<file path="config.mk">
export PLATFORM = sky130hd
export DESIGN_NAME = mux_mab_seq_flat
export DESIGN_NICKNAME = d
export VERILOG_FILES = /design/src/rtl/mux_mab_seq_if.sv /design/src/rtl/mux_mab_seq.sv /design/src/flat_wrapper.sv
export SDC_FILE = /design/constraint.sdc
export NUM_CORES = 1
export LEC_CHECK = 0
export CAP_MARGIN = 20
export CORE_ASPECT_RATIO = 1.5
export CORE_MARGIN = 1
export CORE_UTILIZATION = 34
export CTS_CLUSTER_SIZE = 40
export DETAILED_ROUTE_END_ITERATION = 16
export PLACE_DENSITY = 0.78
export SYNTH_ARGS = -nofsm -noshare
export SYNTH_HDL_FRONTEND = slang
export SYNTH_SLANG_ARGS = --single-unit
</file>
<file path="constraint.sdc">
create_clock -name clk -period 1.9 [get_ports clk]
set_clock_uncertainty 0.05 [all_clocks]
set_input_delay 0.285 -clock clk [delete_from_list [all_inputs] [get_ports clk]]
set_output_delay 0.285 -clock clk [all_outputs]
set_load 0.1 [all_outputs]
</file>
<file path="src/rtl/mux_mab_seq_if.sv">
// ============================================================================
// Module      : mux_mab_seq_if
// Description : Address-source/memory handshake bundle for mux_mab_seq.
// Revision    : 1.0 - initial release
// ============================================================================
`default_nettype none

interface mux_mab_seq_if #(
    parameter int DW     = 16,
    parameter int NSRC   = 5,
    parameter int SEL_W  = 3,
    parameter int BEAT_W = 2
);
    logic [NSRC*DW-1:0] src_flat;
    logic [SEL_W-1:0]   MAB_SEL;
    logic               BW;
    logic               req;
    logic [BEAT_W-1:0]  burst_len;
    logic               mem_rdy;
    logic [DW-1:0]      MAB_out;
    logic               MAB_valid;
    logic               busy;
    logic               done;
    logic               addr_err;

    modport master (
        output src_flat, MAB_SEL, BW, req, burst_len, mem_rdy,
        input  MAB_out, MAB_valid, busy, done, addr_err
    );

    modport slave (
        input  src_flat, MAB_SEL, BW, req, burst_len, mem_rdy,
        output MAB_out, MAB_valid, busy, done, addr_err
    );
endinterface

`default_nettype wire

</file>
<file path="src/rtl/mux_mab_seq.sv">
// ============================================================================
// Module      : mux_mab_seq
// Description : Registered MAB source mux with word alignment and multi-beat
//               auto-increment sequencing under a valid/ready handshake.
// Revision    : 1.0 - initial release
// ============================================================================
`default_nettype none

module mux_mab_seq #(
    parameter int DW     = 16,
    parameter int NSRC   = 5,
    parameter int SEL_W  = 3,
    parameter int BEAT_W = 2
) (
    input  wire logic         clk,
    input  wire logic         rst_n,
    mux_mab_seq_if.slave      bus
);

    typedef enum logic [0:0] {
        ST_IDLE = 1'b0,
        ST_BEAT = 1'b1
    } state_t;

    localparam logic [SEL_W:0]    c_nsrc      = (SEL_W+1)'(NSRC);
    localparam logic [DW-1:0]     c_step_byte = DW'(1);
    localparam logic [DW-1:0]     c_step_word = DW'(2);
    localparam logic [BEAT_W-1:0] c_beat_one  = BEAT_W'(1);

    state_t             r_state;
    logic [DW-1:0]      r_mab;
    logic               r_valid;
    logic               r_addr_err;
    logic [BEAT_W-1:0]  r_beats_left;
    logic               r_bw;

    logic [DW-1:0]      w_src;
    logic [DW-1:0]      w_new_addr;
    logic               w_sel_ok;
    logic               w_last;
    logic               w_final_hs;
    logic               w_can_accept;
    logic               w_accept;

    always_comb begin
        w_src = '0;
        for (int i = 0; i < NSRC; i++) begin
            if (bus.MAB_SEL == i[SEL_W-1:0]) begin
                w_src = bus.src_flat[DW*i +: DW];
            end
        end
    end

    assign w_sel_ok     = {1'b0, bus.MAB_SEL} < c_nsrc;
    assign w_new_addr   = {w_src[DW-1:1], w_src[0] & bus.BW};
    assign w_last       = (r_beats_left == '0);
    assign w_final_hs   = (r_state == ST_BEAT) && bus.mem_rdy && w_last;
    // A new request may land in IDLE or on the very edge the last beat retires.
    assign w_can_accept = (r_state == ST_IDLE) || w_final_hs;
    assign w_accept     = w_can_accept && bus.req && w_sel_ok;

    always_ff @(posedge clk or negedge rst_n) begin
        if (!rst_n) begin
            r_state      <= ST_IDLE;
            r_mab        <= '0;
            r_valid      <= 1'b0;
            r_addr_err   <= 1'b0;
            r_beats_left <= '0;
            r_bw         <= 1'b0;
        end else begin
            r_addr_err <= w_can_accept && bus.req && !w_sel_ok;
            if (w_accept) begin
                r_state      <= ST_BEAT;
                r_mab        <= w_new_addr;
                r_valid      <= 1'b1;
                r_beats_left <= bus.burst_len;
                r_bw         <= bus.BW;
                r_addr_err   <= !bus.BW && w_src[0];
            end else begin
                case (r_state)
                    ST_IDLE: begin
                        r_valid <= 1'b0;
                    end
                    ST_BEAT: begin
                        if (bus.mem_rdy) begin
                            if (!w_last) begin
                                r_mab        <= r_mab + (r_bw ? c_step_byte : c_step_word);
                                r_beats_left <= r_beats_left - c_beat_one;
                            end else begin
                                r_state <= ST_IDLE;
                                r_valid <= 1'b0;
                            end
                        end
                    end
                    default: begin
                        r_state <= ST_IDLE;
                        r_valid <= 1'b0;
                    end
                endcase
            end
        end
    end

    assign bus.MAB_out   = r_mab;
    assign bus.MAB_valid = r_valid;
    assign bus.addr_err  = r_addr_err;
    assign bus.done      = w_final_hs;
    assign bus.busy      = (r_state == ST_BEAT) && !(bus.mem_rdy && w_last);

endmodule

`default_nettype wire

</file>
<file path="src/flat_wrapper.sv">
// flat-port wrapper written by rule: the top's interface ports become plain ports
module mux_mab_seq_flat 
#(
    parameter int DW     = 16,
    parameter int NSRC   = 5,
    parameter int SEL_W  = 3,
    parameter int BEAT_W = 2
)
  (clk, rst_n, bus_src_flat, bus_MAB_SEL, bus_BW, bus_req, bus_burst_len, bus_mem_rdy, bus_MAB_out, bus_MAB_valid, bus_busy, bus_done, bus_addr_err);
  mux_mab_seq_if #(.DW(DW), .NSRC(NSRC), .SEL_W(SEL_W), .BEAT_W(BEAT_W)) bus_i ();
  input  wire logic clk;
  input  wire logic rst_n;
  input wire logic [$bits(bus_i.src_flat)-1:0] bus_src_flat;
  input wire logic [$bits(bus_i.MAB_SEL)-1:0] bus_MAB_SEL;
  input wire logic [$bits(bus_i.BW)-1:0] bus_BW;
  input wire logic [$bits(bus_i.req)-1:0] bus_req;
  input wire logic [$bits(bus_i.burst_len)-1:0] bus_burst_len;
  input wire logic [$bits(bus_i.mem_rdy)-1:0] bus_mem_rdy;
  output wire logic [$bits(bus_i.MAB_out)-1:0] bus_MAB_out;
  output wire logic [$bits(bus_i.MAB_valid)-1:0] bus_MAB_valid;
  output wire logic [$bits(bus_i.busy)-1:0] bus_busy;
  output wire logic [$bits(bus_i.done)-1:0] bus_done;
  output wire logic [$bits(bus_i.addr_err)-1:0] bus_addr_err;
  assign bus_i.src_flat = bus_src_flat;
  assign bus_i.MAB_SEL = bus_MAB_SEL;
  assign bus_i.BW = bus_BW;
  assign bus_i.req = bus_req;
  assign bus_i.burst_len = bus_burst_len;
  assign bus_i.mem_rdy = bus_mem_rdy;
  assign bus_MAB_out = bus_i.MAB_out;
  assign bus_MAB_valid = bus_i.MAB_valid;
  assign bus_busy = bus_i.busy;
  assign bus_done = bus_i.done;
  assign bus_addr_err = bus_i.addr_err;
  mux_mab_seq #(.DW(DW), .NSRC(NSRC), .SEL_W(SEL_W), .BEAT_W(BEAT_W)) u_core (.clk(clk), .rst_n(rst_n), .bus(bus_i));
endmodule
</file>
Figure 1. Nets reached from selected ports.
(4 px per um)
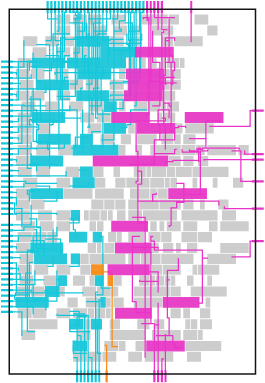
- magenta: bus_MAB_out (bits 16; direction output; end cells 16; buffers 17; wire 656 um)
- orange: bus_BW (bits 1; direction input; end cells 2; buffers 1; wire 32.6 um)
- cyan: bus_src_flat (bits 80; direction input; end cells 35; buffers 80; wire 1570 um)

Figure 2. Signal wires on met3.
(4 px per um) Cells faint in the background.
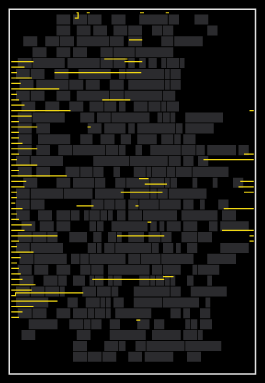
- wire length on this layer: 337 um
- share of all routed wire: 5.7%
- longest straight run: 21.4 um
- main direction: horizontal
total via count after detailed routing: 1933
met3 usage: 3.15%

==> run summary <==
Latest figures from synthesis and place and route.

The run finished, with violations left. TritonCTS reports the number of clock sinks as 22. The most numerous cell in the Yosys netlist is dfrtp_1. Detailed routing placed a total of around 340 um of wire on met3. The sequential fraction of total cell area is between 15 and 20%. The depth of the critical timing path with buffers and inverters included is 7.

The highest-power group is combinational cells. The worst-case hold slack is 311 ps. The via count of the first global-routing pass is 2084. The critical path arrival is 2020 ps. In this run the VDD rail shows a maximum IR drop of 0.615 mV. For this run, the post-layout net count is approximately 400. Summed over all nets, the half-perimeter wirelength after detailed placement is between 4000 and 5000 um. The reported max-cap violation count is 0. Leaving out fill and tap cells, the most frequent cell in the layout is clkdlybuf4s50_1. The final reports fail on DRC, setup timing.

The first global-routing pass estimated 9320 um of wire. The final-layout fill cell count is ~400. TritonRoute reported its final design rule violation total as 1. Per the summary, power density relative to cell area is roughly 1500 nW/um^2. The worst hold-check path type is in2async. In the final report, the number of endpoints failing setup comes to 2. The chip occupies 5560 um^2. The final worst-path setup slack is -14.3 ps.

Detailed routing placed a total of 3360 um of wire on met2.
Power is estimated from default activity; no workload was simulated.
